Fig. 1: cell area per tile
Bar = 20 um. The die is cut into 7 by 10 equal tiles; dark blue is low, red is high, 0 to 100% covered.
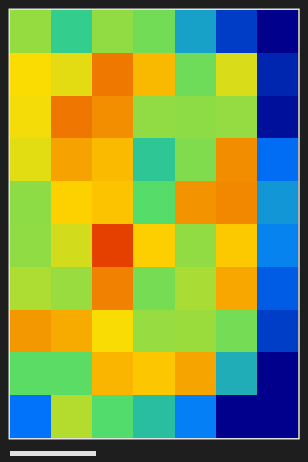
Fig. 2: cells by drive strength
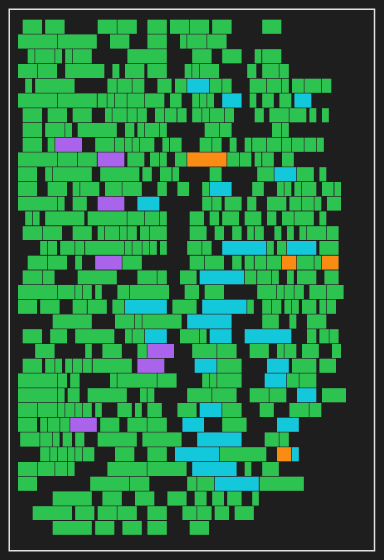
### src/rtl/pic_pkg.sv
// Shared types, OCW2 command codes and level helpers for the 8259A-compatible PIC.
package pic_pkg;

   typedef enum logic [1:0] {
      IDLE,
      REQ,
      ACK2
   } seq_state_t;

   // OCW2 {R, SL, EOI}
   localparam logic [2:0] OCW2_CLR_AROT = 3'b000;
   localparam logic [2:0] OCW2_NS_EOI   = 3'b001;
   localparam logic [2:0] OCW2_NOP      = 3'b010;
   localparam logic [2:0] OCW2_SP_EOI   = 3'b011;
   localparam logic [2:0] OCW2_SET_AROT = 3'b100;
   localparam logic [2:0] OCW2_ROT_NS   = 3'b101;
   localparam logic [2:0] OCW2_SET_PRI  = 3'b110;
   localparam logic [2:0] OCW2_ROT_SP   = 3'b111;

   function automatic logic [2:0] encode(input logic [7:0] onehot);
      logic [2:0] lvl;
      lvl = '0;
      for (int unsigned i = 0; i < 8; i++) begin
         if (onehot[i]) lvl = 3'(i);
      end
      return lvl;
   endfunction

   function automatic logic [7:0] decode(input logic [2:0] lvl);
      return 8'b1 << lvl;
   endfunction

endpackage

### src/rtl/isr_priority_find.sv
// Highest-priority in-service bit under the current rotation; scan starts one
// level above the lowest-priority level and wraps around to it.
module isr_priority_find
   import pic_pkg::*;
(
   input  logic [7:0] isr,
   input  logic [2:0] priority_rotate,
   output logic [7:0] highest
);

   logic [2:0] lvl;
   logic       found;

   always_comb begin
      highest = '0;
      found   = 1'b0;
      lvl     = '0;
      for (int unsigned i = 0; i < 8; i++) begin
         lvl = priority_rotate + 3'd1 + 3'(i);
         if (!found && isr[lvl]) begin
            highest = decode(lvl);
            found   = 1'b1;
         end
      end
   end

endmodule

### src/rtl/interrupt_sequencer.sv
// In-service side of the PIC: INT/INTA handshake (8086 mode), ISR, rotation
// pointer and OCW2 EOI/rotate command execution.
module interrupt_sequencer
   import pic_pkg::*;
#(
   parameter int unsigned VECTOR_W       = 8,
   parameter logic [2:0]  SPURIOUS_LEVEL = 3'd7
) (
   input  logic                clk,
   input  logic                rst,
   input  logic [7:0]          interrupt_in,
   input  logic                inta_pulse,
   input  logic                ocw2_valid,
   input  logic [2:0]          ocw2_cmd,
   input  logic [2:0]          ocw2_level,
   input  logic                auto_eoi,
   input  logic [4:0]          vector_base,
   output logic                int_out,
   output logic [7:0]          isr,
   output logic [2:0]          priority_rotate,
   output logic [7:0]          highest_level_in_service,
   output logic [7:0]          clear_irr,
   output logic [VECTOR_W-1:0] vector_out,
   output logic                vector_valid
);

   seq_state_t state, state_n;
   logic [2:0] level_q, level_n;
   logic       spurious_q, spurious_n;
   logic       auto_rotate, auto_rotate_n;
   logic [2:0] rotate_n;
   logic [7:0] isr_set, isr_clr;
   logic [7:0] clear_irr_n;
   logic       vec_fire;

   isr_priority_find u_find (
      .isr             (isr),
      .priority_rotate (priority_rotate),
      .highest         (highest_level_in_service)
   );

   assign int_out = (state == REQ);

   always_comb begin
      state_n       = state;
      level_n       = level_q;
      spurious_n    = spurious_q;
      auto_rotate_n = auto_rotate;
      rotate_n      = priority_rotate;
      isr_set       = '0;
      isr_clr       = '0;
      clear_irr_n   = '0;
      vec_fire      = 1'b0;

      case (state)
         IDLE: begin
            if (|interrupt_in) state_n = REQ;
         end
         REQ: begin
            if (inta_pulse) begin
               state_n = ACK2;
               if (|interrupt_in) begin
                  level_n     = encode(interrupt_in);
                  spurious_n  = 1'b0;
                  isr_set     = decode(level_n);
                  clear_irr_n = decode(level_n);
               end else begin
                  level_n    = SPURIOUS_LEVEL;
                  spurious_n = 1'b1;
               end
            end
         end
         ACK2: begin
            if (inta_pulse) begin
               vec_fire = 1'b1;
               state_n  = IDLE;
               if (auto_eoi && !spurious_q) begin
                  isr_clr = decode(level_q);
                  if (auto_rotate) rotate_n = level_q;
               end
            end
         end
         default: state_n = IDLE;
      endcase

      // Evaluated after the AEOI path so an OCW2 rotation write takes precedence.
      if (ocw2_valid) begin
         case (ocw2_cmd)
            OCW2_NS_EOI: isr_clr = isr_clr | highest_level_in_service;
            OCW2_SP_EOI: isr_clr = isr_clr | decode(ocw2_level);
            OCW2_ROT_NS: begin
               if (|highest_level_in_service) begin
                  isr_clr  = isr_clr | highest_level_in_service;
                  rotate_n = encode(highest_level_in_service);
               end
            end
            OCW2_ROT_SP: begin
               isr_clr  = isr_clr | decode(ocw2_level);
               rotate_n = ocw2_level;
            end
            OCW2_SET_PRI:  rotate_n = ocw2_level;
            OCW2_SET_AROT: auto_rotate_n = 1'b1;
            OCW2_CLR_AROT: auto_rotate_n = 1'b0;
            default: ;
         endcase
      end
   end

   always_ff @(posedge clk) begin
      if (rst) begin
         state           <= IDLE;
         isr             <= '0;
         priority_rotate <= 3'd7;
         auto_rotate     <= 1'b0;
         level_q         <= '0;
         spurious_q      <= 1'b0;
         clear_irr       <= '0;
         vector_out      <= '0;
         vector_valid    <= 1'b0;
      end else begin
         state           <= state_n;
         // Clear first, then set: an acknowledge wins over an EOI on the same bit.
         isr             <= (isr & ~isr_clr) | isr_set;
         priority_rotate <= rotate_n;
         auto_rotate     <= auto_rotate_n;
         level_q         <= level_n;
         spurious_q      <= spurious_n;
         clear_irr       <= clear_irr_n;
         vector_valid    <= vec_fire;
         if (vec_fire) vector_out <= VECTOR_W'({vector_base, level_q});
      end
   end

endmodule

### config.mk
export PLATFORM = sky130hd
export DESIGN_NAME = interrupt_sequencer
export DESIGN_NICKNAME = d
export VERILOG_FILES = /design/src/rtl/pic_pkg.sv /design/src/rtl/isr_priority_find.sv /design/src/rtl/interrupt_sequencer.sv
export SDC_FILE = /design/constraint.sdc
export NUM_CORES = 1
export LEC_CHECK = 0
export CAP_MARGIN = 10
export CORE_ASPECT_RATIO = 1.5
export CORE_UTILIZATION = 50
export DETAILED_ROUTE_END_ITERATION = 7
export GPL_ROUTABILITY_DRIVEN = 0
export PLACE_DENSITY = 0.77
export SLEW_MARGIN = 20
export SYNTH_ARGS = -nofsm -noshare
export SYNTH_HDL_FRONTEND = slang
export SYNTH_SLANG_ARGS = --single-unit
### constraint.sdc
create_clock -name clk -period 8.1 [get_ports clk]
set_input_delay 2.43 -clock clk [delete_from_list [all_inputs] [get_ports clk]]
set_output_delay 2.43 -clock clk [all_outputs]
set_load 0.05 [all_outputs]
==> GITHUB_STEP_SUMMARY <==
### Yosys + OpenROAD results

| Metric | Value |
|---|---|
| Hold path start | auto_rotate |
| Hold depth | 2 |
| Outcome | completed |
| Post-Syn Area | 0.00318 mm2 |
| Max Transition Viols Final | 0 |
| CP endpoint | highest_level_in_service[3] |
| Layout cells sized above 1 | 0.0854 |
| Synth mux share | 0.142 |
| MaxCap Viol Count | 0 |
| Flop pwr share | 0.335 |
| Starting DRT DRC Count | 431 |
| Reg area | 702 um2 |
| Die H | 99.7 um |
| Fmax | 133 MHz |
| Clock group | 0.000138 W |
| Reg2reg start | priority_rotate[0] |
| Multi-input gates | 327 |
| Avg Vias per Cell | 6.71 |
| Residual DRC | 0 |
| GR Overflow Total | 0 |
| H-tree levels | 2 |
| Crit path launch type | register |
| Metal-1 WL | 3610 um |
| GR peak layer | met2 |
| CLK BUF | 8 |
| CTS buffer count | 5 |
| Switching Fraction | 0.380 |
| Compound-Gate Fraction of Synth Area | 0.248 |
| Count leader, synth | nor2_1 |
| Worst Hold Path EP | auto_rotate |
| Setup bufs post-CTS | 0 |
| Synth warn | 0 |
| # Cells Yosys | 397 |
| Period minus WS final | 7.50 ns |
| GR Util met3 | 0.0998 |
| Worst stage delay on the critical path | 0.88 ns |
| Logic cell area | 0.00234 mm2 |
| Final hold vios | 0 |
| Gr usage total | 0.327 |
| Yosys synthesis chip area | 0.00318 mm2 |
| Commonest cells post-synth | nor2_1, nand2_1, dfxtp_1 |
| Flip-flops with a built-in enable | 0 |
| Seq group | 0.000187 W |
| Register area share after synthesis | 0.220 |
| Hold/Removal Path Class | reg -> reg |
| Initial antenna violation count | 0 |
| Power share of the clock group | 0.248 |
| Non-CTS inverters | 13 |
| Unique cell types | 72 |
| Grt met2 use | 0.531 |
| Top Consumer | combinational cells |
| Post-Synth Simple-Gate Area | 0.284 |
| Comb power frac | 0.417 |
| Commonest Layout Cell | clkdlybuf4s50_1 |
| WL met2 | 5060 um |
| Avg WL per Cell | 20.0 um |
| Crit path capture type | primary output |
| Critical Path AT | 5.07 ns |
| Flop count | 35 |
| Hold buffers post-CTS | 0 |
| CTS max path bufs | 2 |
| DRT antenna net count | 0 |
| Biggest regs | clear_irr (8), isr (8), vector_out (8) |
| Pint | 0.000346 W |
| DR vias | 3482 |
| Chip Area | 0.00669 mm2 |
| Xor/xnor share of the synthesized area | 0.0275 |
| Synth area leader | dfxtp_1 |
| Worst-path maximum fanout | 22 |
| Final setup violation count | 0 |
| Stages on worst setup path | 9 |
| Post-synthesis net count | 430 |
| FFs w/ async S/R, synth | 0 |
| Pwr Density | 143 mW/mm2 |
| Clock network share of area | 0.0257 |
| Yosys adder share | 0.0354 |
| Comb/total area | 0.600 |
| Port bufs | 60 |
| Flop share of the area | 0.180 |
## Picture notes: Fig. 1
emptiest ninth of the die: south-east
nearly empty tiles: 5.7%
tiles over 75% full: 30%

## Picture notes: Fig. 2
legend:
  orange:
    size: drive 3 to 4
    cells: 4
    share: 0.90%
    most_used: buf_4
  purple:
    size: drive 6 and up
    cells: 7
    share: 1.6%
    most_used: clkbuf_8
  cyan:
    size: drive 2
    cells: 27
    share: 6.1%
  green:
    size: drive 1 or less
    cells: 407
    share: 91%
    most_used: clkdlybuf4s50_1

==> per-stage QoR <==
stage / instances / total power (W) / setup slack [ns] / hold slack, ns
3_3_place_gp: 511 / 0.000415 / 0.919 / 0.466
3_5_place_dp: 511 / 0.000416 / 0.762 / 0.477
6_report: 519 / 0.000559 / 0.597 / 0.484
5_1_grt: 519 / 0.000582 / 0.378 / 0.513
4_1_cts: 519 / 0.000555 / 0.452 / 0.487
2_1_floorplan: 397 / 0.000349 / 1.38 / 0.437
==> worst register-to-register path, delay by kind of cell, from the launching register on <==
family                   cells  cell delay, ns
multiplexers                 2            0.81
AND-OR/OR-AND                3            0.79
adder cells (fa/ha/maj)      1            0.58
buffers and inverters        1            0.19
AND/OR/NAND/NOR              5            1.74
flip-flops                   1            0.63
Power and IR drop assume default switching activity.
